Fig. 1: run 1, pin map
(4 px per um) Pins as bars across the die edge, other pins in grey.
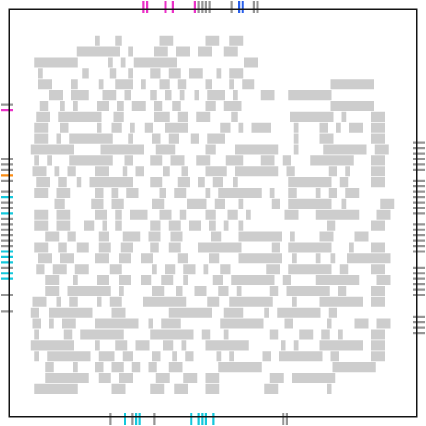
Fig. 2: run 1, congestion heat map
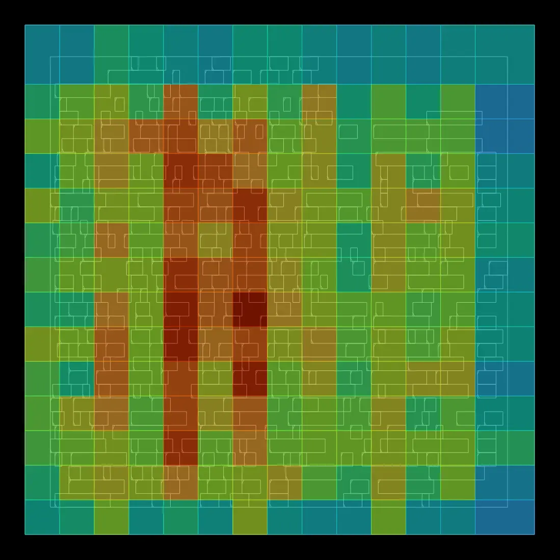
Fig. 3: run 1, zoomed window
Region (38, 18) to (63, 43) um. Cells in grey, sequential cells in the stronger grey; small squares are vias.
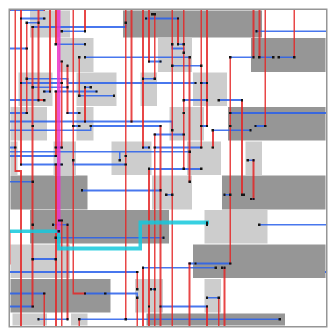
Fig. 4: run 1, logic cells by family
(3 px per um)
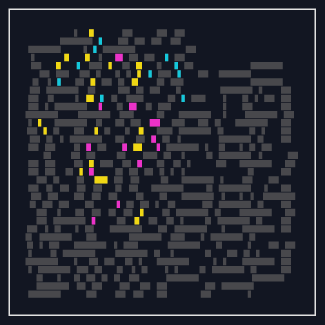
==> config.mk <==
export PLATFORM = sky130hd
export DESIGN_NAME = hazard_track_pipe
export DESIGN_NICKNAME = d
export VERILOG_FILES = /design/src/rtl/hazard_track_pipe.sv
export SDC_FILE = /design/constraint.sdc
export NUM_CORES = 1
export LEC_CHECK = 0
export CELL_PAD_IN_SITES_DETAIL_PLACEMENT = 2
export CELL_PAD_IN_SITES_GLOBAL_PLACEMENT = 2
export CORE_MARGIN = 5
export CORE_UTILIZATION = 32
export DETAILED_ROUTE_END_ITERATION = 16
export GPL_TIMING_DRIVEN = 1
export HOLD_SLACK_MARGIN = 0.03
export PLACE_DENSITY = 0.92
export SLEW_MARGIN = 30
export SYNTH_ARGS = -nofsm -noshare
export SYNTH_HDL_FRONTEND = slang
export SYNTH_SLANG_ARGS = --single-unit
==> constraint.sdc <==
create_clock -name clk -period 7.1 [get_ports clk]
set_clock_uncertainty 0.05 [all_clocks]
set_input_delay 1.42 -clock clk [delete_from_list [all_inputs] [get_ports clk]]
set_output_delay 1.42 -clock clk [all_outputs]
set_load 0.005 [all_outputs]
==> metrics.yaml, run 1 <==
ff2ff_setup_slack_ps: 3480
fp_util_pct: 32.8
cts-hold-fix-buffers: 0
relSlewSlack_pct: 53.4
core_mm2: 0.00818
ys_ff: 51
post_cts_resized: 0
r2r_cells: 9
crit_slowest_cell: "clkdlybuf4s50_1"
cp_max_fo: 18
max_freq_mhz: 155
clock_sinks: 51
maxCapViolCount: 0
nets: 384
max-vdd-ir-drop_uv: 95.3
synth_warnings: 0
synthTopCellsByCount: "edfxtp_1, and2_1, xnor2_1, inv_1, and3_1"
drc: 0
status: "finished clean"
maxSlewViolCount: 0
tightest_slew_ps: 695
overflow: 0
hold_violations: 0
yosysTopAreaCell: "edfxtp_1"
edf_count: 51
ys.flop_type: "edfxtp_1"
-- Fig. 1 (at the start) --
[orange] reset | pins: 1 | direction: input | edge: left
[cyan] stg_dst | pins: 15 | direction: output | edge: 8 bottom, 7 left
[blue] d_rs_tuse | pins: 2 | direction: input | edge: top
[magenta] stg_tnew | pins: 6 | direction: output | edge: 5 top, 1 left
all pins by edge: 29 right, 26 left, 14 top, 13 bottom
Die Y: 102 um
chip width: 102 um

-- Fig. 2 (at the start) --
met1 GRT Util: 19.0%
Top Usage Layer GRT: met2
Total GRT Usage: 16.6%
GR Layer Usage met3: 3.37%

-- Fig. 3 (at the start) --
[cyan] metal 3
[red] metal 2
[magenta] metal 4
[blue] metal 1
most frequent: edfxtp_1 (8), and3_2 (4), conb_1 (3)
cells with their middle in the window: 27
sequential cells in the window: 8

-- Fig. 4 (at the start) --
[magenta] NAND gates | cells: 12
[yellow] NOR gates | cells: 20
[cyan] inverters | cells: 10
Finished Layout Cells: 458
most frequent logic cell in the layout: clkdlybuf4s50_1
logic share of the area: 32.7%

## run 1: placed cells by master, fill, tap and decap left out, types with 3 or more instances in the layout
cell,Yosys,layout
ha_1,6,6
xor2_1,8,8
and3_1,9,9
edfxtp_1,51,51
conb_1,1,51
or2_2,4,4
a21oi_1,4,4
o211ai_1,3,3
clkdlybuf4s50_1,0,81
or4_1,3,3
inv_1,10,10
nor3_1,8,8
nand2_1,4,4
a211oi_1,5,5
clkbuf_8,0,5
o21ai_0,3,3
and2_1,29,29
xnor2_1,22,22
nand3_1,5,5
nor2_1,7,7
and3_2,8,8
## run 1: critical path: cells and delay by family
family                   cells  cell delay [ps]
XOR/XNOR                     1              180
adder cells (fa/ha/maj)      1              310
buffers and inverters        2             1080
AND-OR/OR-AND                6             1610
AND/OR/NAND/NOR              3              370
## run 1: cells by family after synthesis
family	share of synthesized area (%)
DFF	57.1
xor gates and xnor gates	9.80
adders and majority gates	2.80
and+or+nand+nor	20.5
buffers and inverters	2.38
other	0.140
AOI/OAI and AO/OA	7.24
## run 1: layer usage
layer / global-route usage (%) / up-vias
met5: 0 / -
met4: 4.70 / 0
met3: 3.37 / 11
met2: 31.0 / 72
met1: 19.0 / 1032
li1: - / 1009
## run 1: layout make-up
class	instances	area, um2	share of cell area, %
Timing Repair Buffer	83	826	21.2
Multi-Input combinational cell	201	1270	32.7
Clock buffer	5	68.8	1.77
Sequential cell	51	1530	39.3
Inverter	10	37.5	0.963
Tap cell	105	131	3.37
Clock inverter	3	28.8	0.739
## run 1: per-stage QoR
step	util, %	cell area [um2]	cells	setup slack [ps]
2_1_floorplan	-	2870	267	2130
3_3_place_gp	46.5	3800	450	711
3_5_place_dp	46.5	3800	450	642
4_1_cts	47.7	3900	458	572
5_1_grt	47.7	3900	458	371
6_report	47.7	3900	458	639
## run 1: power breakdown
| group | internal [mW] | total [mW] | switching [mW] | leakage, nW |
|---|---|---|---|---|
| sequential | 0.347 | 0.360 | 0.0133 | 0.522 |
| combinational | 0.0587 | 0.108 | 0.0489 | 0.938 |
| clock | 0.0732 | 0.182 | 0.108 | 0.0502 |
| total | 0.479 | 0.650 | 0.171 | 1.51 |
==> inputs of run 2 (changes only) <==
--- a/config.mk
+++ b/config.mk
@@ -8,11 +8,11 @@
 export CELL_PAD_IN_SITES_DETAIL_PLACEMENT = 2
 export CELL_PAD_IN_SITES_GLOBAL_PLACEMENT = 2
 export CORE_MARGIN = 5
-export CORE_UTILIZATION = 32
+export CORE_UTILIZATION = 30
 export DETAILED_ROUTE_END_ITERATION = 16
 export GPL_TIMING_DRIVEN = 1
 export HOLD_SLACK_MARGIN = 0.03
-export PLACE_DENSITY = 0.92
+export PLACE_DENSITY = 0.88
 export SLEW_MARGIN = 30
 export SYNTH_ARGS = -nofsm -noshare
 export SYNTH_HDL_FRONTEND = slang
==> constraint.sdc (replaced) <==
create_clock -name clk -period 6.95 [get_ports clk]
set_clock_uncertainty 0.05 [all_clocks]
set_input_delay 1.39 -clock clk [delete_from_list [all_inputs] [get_ports clk]]
set_output_delay 1.39 -clock clk [all_outputs]
set_load 0.005 [all_outputs]
Fig. 5: run 2, pin map
(4 px per um) Pins as bars across the die edge, other pins in grey.
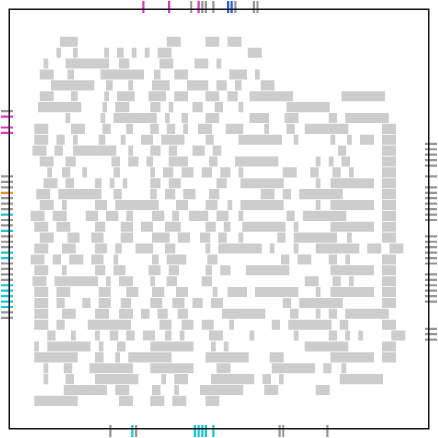
[orange] reset | pins: 1 | direction: input | edge: left
[cyan] stg_dst | pins: 15 | direction: output | edge: 9 left, 6 bottom
[blue] d_rs_tuse | pins: 2 | direction: input | edge: top
[magenta] stg_tnew | pins: 6 | direction: output | edge: 3 left, 3 top
# port buffers: 81
Die Y: 105 um
chip width: 105 um

Fig. 6: run 2, zoomed window
Region (40, 19) to (65, 44) um. Cells in grey, sequential cells in the stronger grey; small squares are vias.
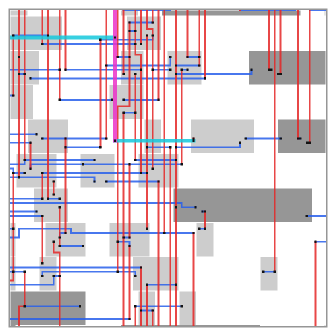
[magenta] metal 4
[red] metal 2
[blue] metal 1
[cyan] metal 3
most frequent: conb_1 (5), xnor2_1 (3), edfxtp_1 (3)
cells with their middle in the window: 25
sequential cells in the window: 3

==> run 2 against run 1 <==
Against the previous run: worst hold slack lost 7.9 ps; combinational power is essentially flat; largest cell class unchanged; via count is 0.56% lower; area after synthesis stayed put; synthesized cell count is the same; largest power group unchanged; flip-flop count did not move; clock power up 19%; critical path depth is 2 lower; global-route usage shrank 1.6 points; sequential share of layout area decreased by 0.29 points.
==> metrics.yaml, run 2 <==
p_int_mw: 0.524
layout_top_cells: "clkdlybuf4s50_1, edfxtp_1, conb_1, and2_1, xnor2_1"
final.setup.tns_ps: 0
yosysTopAreaCell: "edfxtp_1"
relSlewSlack_pct: 58.5
clock_sinks: 51
p_sw_mw: 0.172
place_ws_ps: 500
max-vdd-ir-drop_uv: 75.6
maxCapViolCount: 0
comb_area_mm2: 0.00127
p_seq_share_pct: 52.9
dpl_cell_area_mm2: 0.00381
r2r_cells: 9
ys.flop_type: "edfxtp_1"
post_cts_resized: 0
clockPowerShare_pct: 31.2
overflow: 0
sw_frac_of_total_pct: 24.7
status: "finished clean"
synth_warnings: 0
edf_count: 51
core_mm2: 0.00872
stdcell_count: 462
track_usage_pct: 15.0
max_freq_mhz: 156
ff2ff_setup_slack_ps: 3430
placed_cells: 454
maxSlewViolCount: 0
regArea_mm2: 0.00153
cp_max_fo: 18
setup_viol: 0
fin_area_mm2: 0.00393
ys_ff: 51
cts_max_level: 2
cts-hold-fix-buffers: 0
hold_violations: 0
worst_slack_ps: 545
area_delta_synth_final_pct: 46.5
run 2: area by class of cell:
type	instances	share of cell area [%]
Sequential cell	51	39.0
Multi-Input combinational cell	201	32.4
Timing Repair Buffer	84	21.2
Tap cell	108	3.44
Clock buffer	5	1.75
Clock inverter	3	1.18
Inverter	10	0.956
run 2: cell families (layout without fill, tap and decap cells):
kind of cell,count (synthesis),count (layout),share of synthesized area (%)
flip-flops,51,51,57.1
buffers and inverters,15,102,2.38
AND/OR/NAND/NOR,89,89,20.5
other,1,51,0.140
adder cells (fa/ha/maj),6,6,2.80
AND-OR/OR-AND,25,25,7.24
XOR/XNOR,30,30,9.80
run 2: critical path, stage by stage:
cell and delay [ps]:
clkdlybuf4s50_1 550, xor2_1 220, a211oi_1 550, o211ai_1 200
o211a_1 180, or2_2 300, ha_1 280, a211oi_1 420
a21oi_4 220, nor2_1 140, clkdlybuf4s50_1 520
run 2: power by group through the flow:
stage / Sequential (mW) / Combinational, mW / Clock, mW
finish: 0.368 / 0.110 / 0.217
global route: 0.371 / 0.122 / 0.236
detailed placement: 0.376 / 0.110 / 0
CTS: 0.369 / 0.111 / 0.226
global placement: 0.375 / 0.105 / 0
floorplan: 0.373 / 0.0451 / 0
run 2: per-stage QoR:
| stage | total power [mW] | utilization [%] |
|---|---|---|
| 2_1_floorplan | 0.418 | - |
| 3_3_place_gp | 0.479 | 43.7 |
| 3_5_place_dp | 0.485 | 43.7 |
| 4_1_cts | 0.705 | 45.0 |
| 5_1_grt | 0.728 | 45.0 |
| 6_report | 0.696 | 45.0 |
run 2: layer usage:
metal	vias to the layer above	routed length, um	share of wire, %	GRT usage, %
li1	1012	-	-	-
met1	1017	3210	40	16.7
met2	70	4100	51	27.5
met3	13	536	6.7	4.66
met4	0	134	1.7	4.35
met5	-	0	0	0
Power and IR drop assume default switching activity.
